--- config.mk ---
export PLATFORM = sky130hd
export DESIGN_NAME = shifttaps_stream_ctrl_flat
export DESIGN_NICKNAME = d
export VERILOG_FILES = /design/src/rtl/shifttaps_stream_ctrl_if.sv /design/src/rtl/shifttaps_stream_ctrl.sv /design/src/flat_wrapper.sv
export SDC_FILE = /design/constraint.sdc
export NUM_CORES = 1
export LEC_CHECK = 0
export CAP_MARGIN = 20
export CORE_MARGIN = 5
export CORE_UTILIZATION = 53
export CTS_CLUSTER_SIZE = 12
export DETAILED_ROUTE_END_ITERATION = 8
export PLACE_DENSITY = 0.85
export SYNTH_ARGS = -nofsm -noshare
export SYNTH_HDL_FRONTEND = slang
export SYNTH_SLANG_ARGS = --single-unit
--- constraint.sdc ---
create_clock -name clk -period 4.1 [get_ports clk]
set_input_delay 0.41 -clock clk [delete_from_list [all_inputs] [get_ports clk]]
set_output_delay 0.41 -clock clk [all_outputs]
set_load 0.005 [all_outputs]
--- src/rtl/shifttaps_stream_ctrl_if.sv ---
// Stream bundle between the sample source, the shifttaps sequencer and the downstream window reader.
// With SHIFTTAPS_CTRL_FILLCNT_EN defined the bundle also carries the o_fill level.
interface shifttaps_stream_ctrl_if #(
  parameter int WIDTH = 16,
  parameter int CW    = 13
);
  logic [WIDTH-1:0] i_dat;
  logic             i_val;
  logic             i_rdy;
  logic             i_flush;
  logic             sr_clkena;
  logic [WIDTH-1:0] sr_idat;
  logic             o_val;
  logic             o_rdy;
  logic             o_primed;
  logic             o_busy;
`ifdef SHIFTTAPS_CTRL_FILLCNT_EN
  logic [CW-1:0]    o_fill;

  modport master (
    output i_dat, i_val, i_flush, o_rdy,
    input  i_rdy, sr_clkena, sr_idat, o_val, o_primed, o_busy, o_fill
  );
  modport slave (
    input  i_dat, i_val, i_flush, o_rdy,
    output i_rdy, sr_clkena, sr_idat, o_val, o_primed, o_busy, o_fill
  );
`else
  modport master (
    output i_dat, i_val, i_flush, o_rdy,
    input  i_rdy, sr_clkena, sr_idat, o_val, o_primed, o_busy
  );
  modport slave (
    input  i_dat, i_val, i_flush, o_rdy,
    output i_rdy, sr_clkena, sr_idat, o_val, o_primed, o_busy
  );
`endif
endinterface

--- src/rtl/shifttaps_stream_ctrl.sv ---
// Stream sequencer for a memory-based multi-tap shift register: shift strobes, fill tracking,
// window qualification and zero-flush. Optional o_fill port under SHIFTTAPS_CTRL_FILLCNT_EN.
//
// state | meaning
// RUN   | accept samples, track fill level, qualify taps with o_val
// FLUSH | shift FILL zeros into the delay line, input blocked
module shifttaps_stream_ctrl #(
  parameter int WIDTH    = 16,
  parameter int DISTANCE = 64,
  parameter int COUNT    = 101
) (
  input  logic                  reset,
  input  logic                  clk,
  shifttaps_stream_ctrl_if.slave s
);
  localparam int FILL = DISTANCE * COUNT;
  localparam int CW   = $clog2(FILL + 1);
  localparam logic [CW-1:0] FILL_C  = CW'(FILL);
  localparam logic [CW-1:0] FILL_M1 = CW'(FILL - 1);
  localparam logic [CW-1:0] ONE_C   = CW'(1);

  typedef enum logic {RUN = 1'b0, FLUSH = 1'b1} state_t;

  state_t           state, state_n;
  logic [CW-1:0]    cnt, cnt_n;
  logic [CW-1:0]    fcnt, fcnt_n;
  logic             o_val_q, o_val_n;
  logic             rdy;
  logic             shift;
  logic             clkena;
  logic [WIDTH-1:0] idat;

  always_ff @(posedge clk or posedge reset) begin
    if (reset) begin
      state   <= RUN;
      cnt     <= '0;
      fcnt    <= '0;
      o_val_q <= 1'b0;
    end else begin
      state   <= state_n;
      cnt     <= cnt_n;
      fcnt    <= fcnt_n;
      o_val_q <= o_val_n;
    end
  end

  always_comb begin
    state_n = state;
    cnt_n   = cnt;
    fcnt_n  = fcnt;
    o_val_n = o_val_q;
    rdy     = 1'b0;
    shift   = 1'b0;
    clkena  = 1'b0;
    idat    = s.i_dat;
    case (state)
      RUN: begin
        // Reset gates ready so nothing looks acceptable while the block is held in reset.
        rdy    = !reset && !s.i_flush && (!o_val_q || s.o_rdy);
        shift  = s.i_val && rdy;
        clkena = shift;
        if (shift) begin
          cnt_n = (cnt == FILL_C) ? FILL_C : cnt + ONE_C;
        end
        // Comparing against FILL-1 avoids overflowing cnt+1 when FILL+1 is a power of two.
        if (shift && (cnt >= FILL_M1)) begin
          o_val_n = 1'b1;
        end else if (o_val_q && s.o_rdy) begin
          o_val_n = 1'b0;
        end
        if (s.i_flush) begin
          o_val_n = 1'b0;
          fcnt_n  = '0;
          state_n = FLUSH;
        end
      end
      FLUSH: begin
        clkena  = 1'b1;
        idat    = '0;
        o_val_n = 1'b0;
        fcnt_n  = fcnt + ONE_C;
        if (fcnt == FILL_M1) begin
          cnt_n   = '0;
          state_n = RUN;
        end
      end
      default: state_n = RUN;
    endcase
  end

  assign s.i_rdy     = rdy;
  assign s.sr_clkena = clkena;
  assign s.sr_idat   = idat;
  assign s.o_val     = o_val_q;
  assign s.o_primed  = (cnt == FILL_C);
  assign s.o_busy    = (state == FLUSH);
`ifdef SHIFTTAPS_CTRL_FILLCNT_EN
  assign s.o_fill    = cnt;
`endif

endmodule

--- src/flat_wrapper.sv ---
// flat-port wrapper written by rule: the top's interface ports become plain ports
module shifttaps_stream_ctrl_flat 
#(
  parameter int WIDTH    = 16,
  parameter int DISTANCE = 64,
  parameter int COUNT    = 101
)
  (reset, clk, s_i_dat, s_i_val, s_i_flush, s_o_rdy, s_i_rdy, s_sr_clkena, s_sr_idat, s_o_val, s_o_primed, s_o_busy);
  shifttaps_stream_ctrl_if #(.WIDTH(WIDTH), .CW(($clog2((DISTANCE * COUNT) + 1)))) s_i ();
  input  logic reset;
  input  logic clk;
  input wire logic [$bits(s_i.i_dat)-1:0] s_i_dat;
  input wire logic [$bits(s_i.i_val)-1:0] s_i_val;
  input wire logic [$bits(s_i.i_flush)-1:0] s_i_flush;
  input wire logic [$bits(s_i.o_rdy)-1:0] s_o_rdy;
  output wire logic [$bits(s_i.i_rdy)-1:0] s_i_rdy;
  output wire logic [$bits(s_i.sr_clkena)-1:0] s_sr_clkena;
  output wire logic [$bits(s_i.sr_idat)-1:0] s_sr_idat;
  output wire logic [$bits(s_i.o_val)-1:0] s_o_val;
  output wire logic [$bits(s_i.o_primed)-1:0] s_o_primed;
  output wire logic [$bits(s_i.o_busy)-1:0] s_o_busy;
  assign s_i.i_dat = s_i_dat;
  assign s_i.i_val = s_i_val;
  assign s_i.i_flush = s_i_flush;
  assign s_i.o_rdy = s_o_rdy;
  assign s_i_rdy = s_i.i_rdy;
  assign s_sr_clkena = s_i.sr_clkena;
  assign s_sr_idat = s_i.sr_idat;
  assign s_o_val = s_i.o_val;
  assign s_o_primed = s_i.o_primed;
  assign s_o_busy = s_i.o_busy;
  shifttaps_stream_ctrl #(.WIDTH(WIDTH), .DISTANCE(DISTANCE), .COUNT(COUNT)) u_core (.reset(reset), .clk(clk), .s(s_i));
endmodule
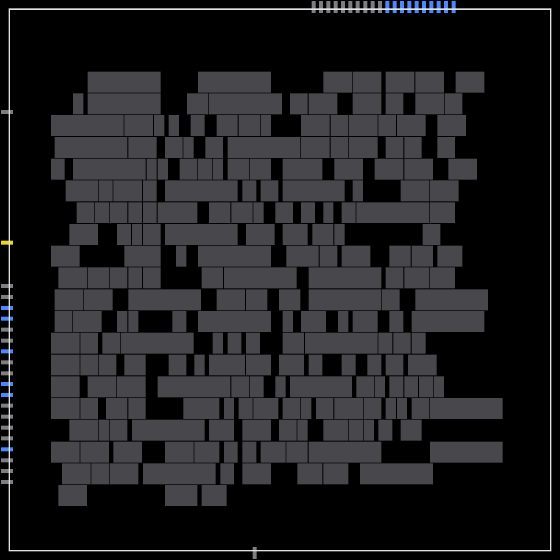
(images/pins.png)
Pins as bars across the die edge, other pins in gray.
Key: blue = `s_sr_idat` [pins 16, direction output, edge 10 top, 6 left]; yellow = `s_o_busy` [pins 1, direction output, edge left]
All pins by edge: 21 left, 20 top, 1 bottom.
quantity of I/O buffers inserted on ports: 41
Die Span Y: 67.49 um

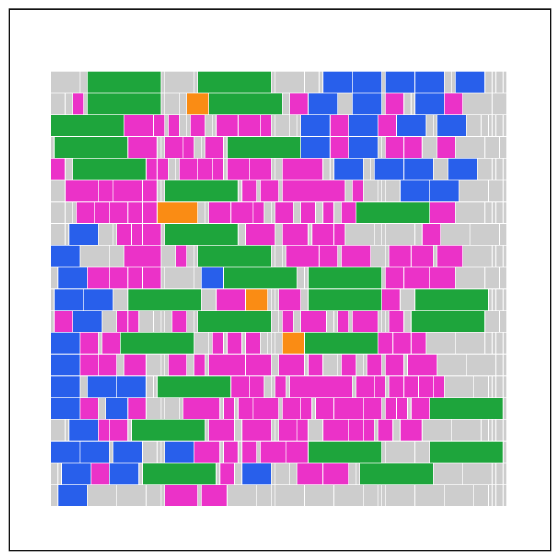
(images/cell_classes.png)
Fill, decap, tap and diode cells in gray.
Key: magenta = all other logic [cells 153, share of their area 46%]; blue = other buffers and delay cells [cells 43, share of their area 20%]; green = flip-flops [cells 28, share of their area 32%]; orange = clock drivers and dummy loads [cells 4, share of their area 1.7%]
fraction of area in registers: 31.50%
post-route cell area: 2225 um^2
Cell Rows: 20
core outline area: 3103 um^2

==> deck_impl_summary.md <==
Flow Results at a Glance

Global route
  • Total grt overflow: 0
  • Initial antenna violation count: 0
  • First-pass GRT wire length: 6.886 mm
  • Gr usage total: 19.98%
  • Largest net degree at the start of global routing: 29
  • Vias in the first global route: 1533

Timing
  • Setup TNS: 0 ns
  • Least-Margin Pin Slew: 0.6225 ns
  • Achievable Freq: 0.3409 GHz
  • # setup viols final: 0
  • Clock Skew: 0.006588 ns
  • Hold Fails Final Rpt: 0
  • Final Worst Setup Slack: 1.166 ns
  • Shortest period the worst path allows: 2.934 ns
  • Max-Slew Margin vs Limit: 58.50%
  • Post-layout period usage of the worst path: 71.55%
  • RSZ-0062 raised after global routing: false
  • Slew Viols, Final: 0

Clock tree
  • H-tree depth: 1
  • CTS Buffer Depth: 2
  • Clock buffer count from CTS: 3
  • # hold bufs at CTS: 0
  • CTS Sinks: 28
  • Root Driver: clkbuf_4
  • Clk latency late pin: 0.34 ns
  • Worst-path clk slew: 0.15 ns
  • Post-CTS sizing: 0
  • CTS tree: yes
  • Post-CTS setup buffer count: 0

Worst hold path
  • Hold Path Class: in -> async

Synth
  • Synth Area in Adders: 2.143%
  • Syn avg cell area: 9.317 um^2
  • Register share after synthesis: 40.00%
  • Synthesis area per yosys: 1752 um^2
  • Async S/R FF share, synth: 100.0%
  • Top_reg_cell synth: dfrtp_1
  • Mux contribution to synthesized area: 5.286%
  • Post-synth EDFFs: 0
  • Mapped Cells: 188
  • Distinct cells, synth: 45
  • Synth warn: 0
  • Top logic family: simple AND/OR/NAND/NOR gates
  • Mapped Nets: 212
  • Mapped Area: 1752 um^2
  • Simple-Gate Area Share: 33.29%
  • Flops after synth: 28
  • Post-Synth XOR/XNOR Area: 0.5000%
  • Aoi share: 14.79%
  • Cell count listed in synth_stat.txt: 188

Setup path
  • CP endpoint kind: primary output
  • Type of the worst setup path: reg -> out
  • Critical Path Source Type: flip-flop
  • Crit path max-delay family: simple AND/OR/NAND/NOR gates
  • Critical Path RT: 3.69 ns
  • Worst-path fanout max: 6
  • CP max stage delay: 0.58 ns
  • Slowest CP cell: clkdlybuf4s50_1
  • Crit path buffers/inverters: 2
  • Cell Chain, Critical Path: inv_1 > ha_1 > or3b_2 > nor4_4 > clkdlybuf4s50_1
  • Critical path data arrival time: 2.52 ns

Routing
  • WL/cell: 15.08 um
  • Vias: 1596
  • Post-DRT Antenna Nets: 0
  • # DRC: 0
  • Pre-antenna DRT Iters: 4
  • Routed WL: 4.102 mm
  • Vias per inst: 5.868
  • First DRT Iteration DRCs: 114

Cells and area
  • Layout filler cell count: 257
  • Nets: 253
  • Share of cells above drive strength 1: 9.211%
  • Antenna cell count: 0
  • Commonest Layout Cell: clkdlybuf4s50_1
  • Most instantiated logic cells after routing: clkdlybuf4s50_1, dfrtp_1, nor2b_1
  • Layout area overhead: 27.00%

Flow run
  • Count of tool warnings: 27
  • Max-cap violations: 0

Floorplan
  • Die area: 4555 um^2
  • IO Pins: 42
  • Die width: 67.49 um
  • Init Core Util: 56.45%

Placement
  • Placed Area: 2188 um^2
  • RePlAce Congestion: 0.9904
  • Pre-CTS WS: 1.568 ns
  • Detailed placement HPWL: 3.222 mm

Pwr
  • PwrDens: 324.2 nW/um^2
  • Tot Pwr: 0.0007211 W
  • Pleak: 0.8800 nW
  • VDD IR-drop max: 0.3135 mV

Run status
  • Outcome: completed
==> per-stage QoR <==
step	hold slack (ns)	utilization, %	std cells
final	0.4617	71.69	272
after global routing	0.5065	71.69	272
after CTS	0.4726	71.69	272
after detailed placement	0.4848	70.52	268
after global placement	0.4678	70.52	268
after floorplan	0.4487	-	188
==> sequential cells by signal (all words and copies together), names as in the netlist <==
| name | count |
|---|---|
| u_core.fcnt | 13 |
| u_core.s.o_busy | 1 |
| u_core.s.o_val | 1 |
| u_core.cnt | 13 |
==> layer usage <==
metal  part of all wire (%)  track usage [%]  vias up  wire [um]
li1                       -                -      776          -
met1                     42            25.68      746       1717
met2                     49            31.71       67       2025
met3                    7.1            5.324        7        293
met4                    1.6            8.101        0         65
met5                      0                0        -          0
==> worst reg2reg max path, delay by kind of cell (launching register included) <==
family	cells	cell delay (ns)
simple gates	3	0.99
flops	1	0.77
compound gates	1	0.32
==> path summary, 6_finish.rpt <==
check | start | depth (start not counted) | to | slack (ns)
max reg2reg | u_core.s.o_busy$_DFF_PP0_ | 4 | u_core.cnt[3]$_DFFE_PP0P_ | 1.93
min reg2reg | u_core.fcnt[12]$_DFFE_PP0P_ | 1 | u_core.fcnt[12]$_DFFE_PP0P_ | 0.51
max | u_core.cnt[0]$_DFFE_PP0P_ | 5 | s_o_primed | 1.17
min in group clk | u_core.fcnt[12]$_DFFE_PP0P_ | 1 | u_core.fcnt[12]$_DFFE_PP0P_ | 0.51
max in group asynchronous | reset | 3 | u_core.fcnt[6]$_DFFE_PP0P_ | 3.37
min | reset | 3 | u_core.cnt[1]$_DFFE_PP0P_ | 0.46
==> power breakdown <==
part | leakage, nW | switching, W | total [W] | internal [W]
Sequential | 0.348 | 0.0000789 | 0.000415 | 0.000336
Combinational | 0.511 | 0.0000818 | 0.000170 | 0.0000879
Clock | 0.0210 | 0.0000822 | 0.000137 | 0.0000545
Total | 0.880 | 0.000243 | 0.000721 | 0.000478
==> cells by family (layout without fill, tap and decap cells) <==
family / after synthesis / in the layout
fa+ha+maj: 3 / 3
compound gates: 37 / 37
xor+xnor: 1 / 1
mux: 9 / 9
flops: 28 / 28
buf+inv: 14 / 54
simple gates: 96 / 96
==> final cells by class <==
type / instances / area, um^2 / area share [%]
multi-input cells: 146 / 980.9 / 44.09
clock buffers: 4 / 36.28 / 1.631
inverters: 7 / 26.28 / 1.181
repair buffers: 43 / 425.4 / 19.12
flip-flops and latches: 28 / 700.7 / 31.50
well taps: 44 / 55.05 / 2.475
==> cell usage after synthesis, drive strengths merged, types with 2 or more instances <==
cell,number,share of area [%]
or2,3,1.1
mux2,2,1.3
a22o,2,1.0
dfrtp,28,40
a21oi,5,1.4
o211ai,4,1.7
nor2,6,1.3
or3,3,1.1
a32oi,3,1.5
and3,4,1.4
clkbuf,6,1.9
inv,7,1.5
nand2b,3,1.1
ha,3,2.1
mux2i,7,4.0
nand4,7,2.5
and2b,3,1.5
nand2,17,3.6
nand3,12,3.4
o21ai,8,2.3
nor3,7,2.0
nor2b,18,6.4
o31ai,7,3.0
nor4,4,3.1
and4,2,1.1
Power figures rest on the tool's default switching activity, not on a simulated workload.
